<file path="src/rtl/usb_rx_handshake_ctrl.sv">
// usb_rx_handshake_ctrl: sequences the USB rx decoder for one transaction (PID wait, EOP wait, retries); USB_RX_STATS_EN adds NAK/timeout counters
module usb_rx_handshake_ctrl #(
  parameter int TIMEOUT_CYCLES = 40,
  parameter int TIMER_W = 8,
  parameter int MAX_RETRIES = 3
) (
  input  logic clock,
  input  logic reset,
  input  logic txn_start,
  input  logic expect_data,
  input  logic abort,
  input  logic pid_ack,
  input  logic pid_nak,
  input  logic pid_data0,
  input  logic eop_seen,
`ifdef USB_RX_STATS_EN
  input  logic stats_clr,
  output logic [15:0] nak_count,
  output logic [15:0] timeout_count,
`endif
  output logic rec_start,
  output logic rx_busy,
  output logic retry_req,
  output logic done,
  output logic [2:0] result
);
  localparam int CW = MAX_RETRIES > 0 ? $clog2(MAX_RETRIES + 1) : 1;
  localparam logic [TIMER_W-1:0] T_LAST = TIMER_W'(TIMEOUT_CYCLES - 1);
  localparam logic [CW-1:0] R_MAX = CW'(MAX_RETRIES);
  localparam logic [2:0] R_ACK = 3'd0, R_DATA0 = 3'd1, R_NAK = 3'd2, R_TO = 3'd3, R_PROTO = 3'd4;
  typedef enum logic [2:0] {IDLE, ARM, WAIT_PID, WAIT_EOP, RETRY, WAIT_RESEND, DONE} state_t;
  state_t state, nxt;
  logic [TIMER_W-1:0] timer;
  logic [CW-1:0] retry_cnt;
  logic exp_data;
  logic [2:0] pend, held;
  logic any_pid, multi_pid, pid_ok, expired, retry_ok;
  // decode of the decoder pulses and timer/retry limits
  always_comb begin
    any_pid = pid_ack | pid_nak | pid_data0;
    multi_pid = (pid_ack & pid_nak) | (pid_ack & pid_data0) | (pid_nak & pid_data0);
    pid_ok = any_pid && !multi_pid && (exp_data ? pid_data0 : !pid_data0);
    expired = timer == T_LAST;
    retry_ok = retry_cnt < R_MAX;
  end
  // state register
  always_ff @(posedge clock or posedge reset)
    if (reset) state <= IDLE;
    else state <= nxt;
  // next state; a PID beats a coincident timeout, eop beats a coincident expiry, abort beats everything
  always_comb begin
    nxt = state;
    case (state)
      IDLE:        nxt = txn_start ? ARM : IDLE;
      ARM:         nxt = WAIT_PID;
      WAIT_PID:    nxt = any_pid ? WAIT_EOP : expired ? (retry_ok ? RETRY : DONE) : WAIT_PID;
      WAIT_EOP:    nxt = eop_seen ? ((pend == R_NAK && retry_ok) ? RETRY : DONE) : expired ? DONE : WAIT_EOP;
      RETRY:       nxt = WAIT_RESEND;
      WAIT_RESEND: nxt = txn_start ? ARM : WAIT_RESEND;
      default:     nxt = IDLE;
    endcase
    if (abort) nxt = IDLE;
  end
  // timer, retry count and pending result; pend doubles as the event kind (NAK) until DONE publishes it
  always_ff @(posedge clock or posedge reset) begin
    if (reset) begin
      timer <= '0;
      retry_cnt <= '0;
      exp_data <= 1'b0;
      pend <= R_ACK;
      held <= R_ACK;
    end else if (!abort) begin
      if (state == IDLE && txn_start) begin
        exp_data <= expect_data;
        retry_cnt <= '0;
      end
      if (state == RETRY) retry_cnt <= retry_cnt + 1'b1;
      if (state == ARM || (state == WAIT_PID && any_pid)) timer <= '0;
      else if ((state == WAIT_PID || state == WAIT_EOP) && !expired) timer <= timer + 1'b1;
      if (state == WAIT_PID && any_pid) pend <= !pid_ok ? R_PROTO : pid_ack ? R_ACK : pid_data0 ? R_DATA0 : R_NAK;
      else if (state == WAIT_PID && expired) pend <= R_TO;
      else if (state == WAIT_EOP && !eop_seen && expired) pend <= R_PROTO;
      if (state == DONE) held <= pend;
    end
  end
  // outputs; result shows the new value during the done cycle and is held afterwards
  always_comb begin
    rx_busy = state != IDLE;
    rec_start = state == ARM && !abort;
    retry_req = state == RETRY && !abort;
    done = state == DONE && !abort;
    result = done ? pend : held;
  end
`ifdef USB_RX_STATS_EN
  logic nak_ev, to_ev;
  // NAK and timeout events, retried or final
  always_comb begin
    nak_ev = state == WAIT_EOP && eop_seen && pend == R_NAK && !abort;
    to_ev = state == WAIT_PID && expired && !any_pid && !abort;
  end
  // saturating event counters, clear wins over increment
  always_ff @(posedge clock or posedge reset) begin
    if (reset || stats_clr) begin
      nak_count <= '0;
      timeout_count <= '0;
    end else begin
      if (nak_ev && nak_count != 16'hFFFF) nak_count <= nak_count + 1'b1;
      if (to_ev && timeout_count != 16'hFFFF) timeout_count <= timeout_count + 1'b1;
    end
  end
`endif
endmodule
</file>
<file path="config.mk">
export PLATFORM = sky130hd
export DESIGN_NAME = usb_rx_handshake_ctrl
export DESIGN_NICKNAME = d
export VERILOG_FILES = /design/src/rtl/usb_rx_handshake_ctrl.sv
export SDC_FILE = /design/constraint.sdc
export NUM_CORES = 1
export LEC_CHECK = 0
export CAP_MARGIN = 20
export CORE_UTILIZATION = 48
export DETAILED_ROUTE_END_ITERATION = 7
export HOLD_SLACK_MARGIN = 0.15
export PLACE_DENSITY = 0.74
export SLEW_MARGIN = 40
export SYNTH_ARGS = -nofsm -noshare
export SYNTH_HDL_FRONTEND = slang
export SYNTH_SLANG_ARGS = --single-unit
</file>
<file path="constraint.sdc">
create_clock -name clock -period 1.9 [get_ports clock]
set_input_delay 0.285 -clock clock [delete_from_list [all_inputs] [get_ports clock]]
set_output_delay 0.285 -clock clock [all_outputs]
set_load 0.01 [all_outputs]
</file>
### The clock network

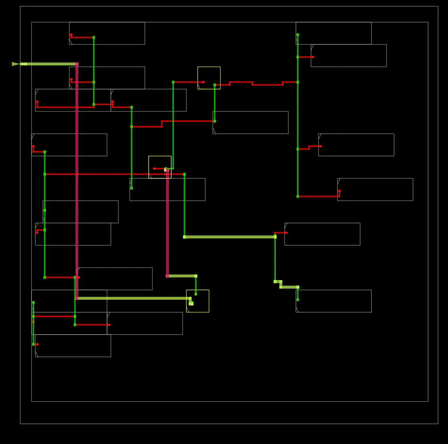
Latency at later pin: 300 ps
CLK BUF: 3
Power Clock: 207 uW
CTS Buf Count: 3
clock sinks: 20

### I/O pins on the die edge

Pins as bars across the die edge, other pins in gray.
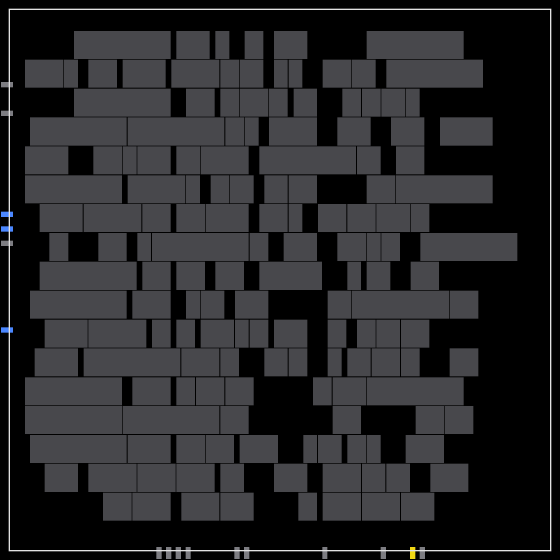
result -> blue  # pins 3, direction output, edge left
abort -> yellow  # pins 1, direction input, edge bottom
all pins by edge = 10 bottom, 6 left

==> summary.txt <==
fresh numbers from the pnr run: status finished with violations, failing checks negative setup slack, Setup crit start state[0], # rows 17, biggest combinational cell group after synthesis simple AND/OR/NAND/NOR gates, cell count listed in synth_stat.txt approximately 120, GRT Total Usage between 20% and 30%, crit end category primary output, Post-DP Area about 1500 sq um, Post-Layout Cell Count approximately 180, M2 GR Usage slightly below 40%, DRC 0, RR Startpoint state[1], initial antenna violation count 0, Levels on crit path 5, reg2reg setup slack approximately 100 ps, Peak VDD IR about 0.49 mV, crit start category flip-flop, Yosys warning count 0, full die area around 2600 sq um, Comb group about 270 uW, Ports 16, Repair and plain buffers slightly above 40, Setup WS post-layout -76.6 ps, Top cell area share a little over two fifths, final tally of setup violations 3, WL per Instance about 15 um, yosys aoi share between 10% and 20%, setup TNS -221 ps, hpwl dp ~1900 um, Synth Instances 119, CP Data Arrival Time approximately 1700 ps, Commonest cells post-synth dfrtp_1, a21oi_1, nor3_1, nonclk inv count 4, net load switching power 306 uW, cell leakage power around 0.00071 uW, fin area 1550 sq um, sw frac 30.6%, top cells, area dfrtp_1, mux2_2, a21oi_1, placed cell count approximately 180, root buffer cell clkbuf_4, Layout area overhead 34.9%
### Selected gate families

Bar = 20 um.
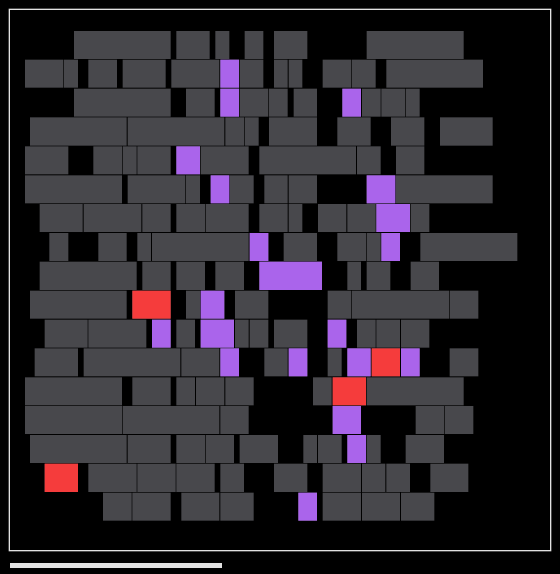
inverting AOI/OAI gates -> purple  # cells 21
AND-OR and OR-AND gates -> red  # cells 4

### Routed metal, one color a layer

Only two layers are drawn.
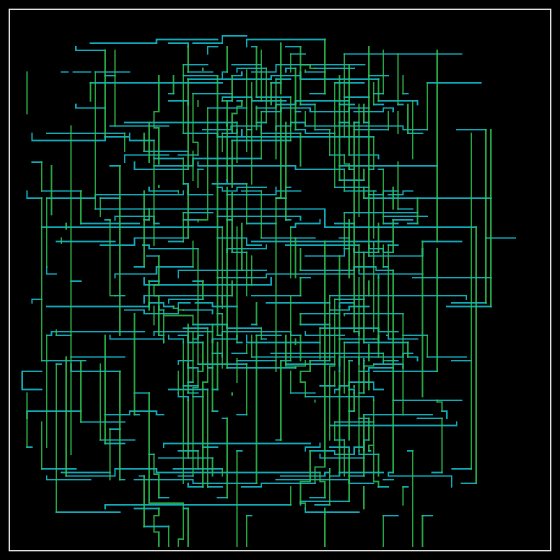
met2 -> green  # wire length 1,330 um
met1 -> cyan  # wire length 1,260 um

Power and IR drop assume default switching activity.
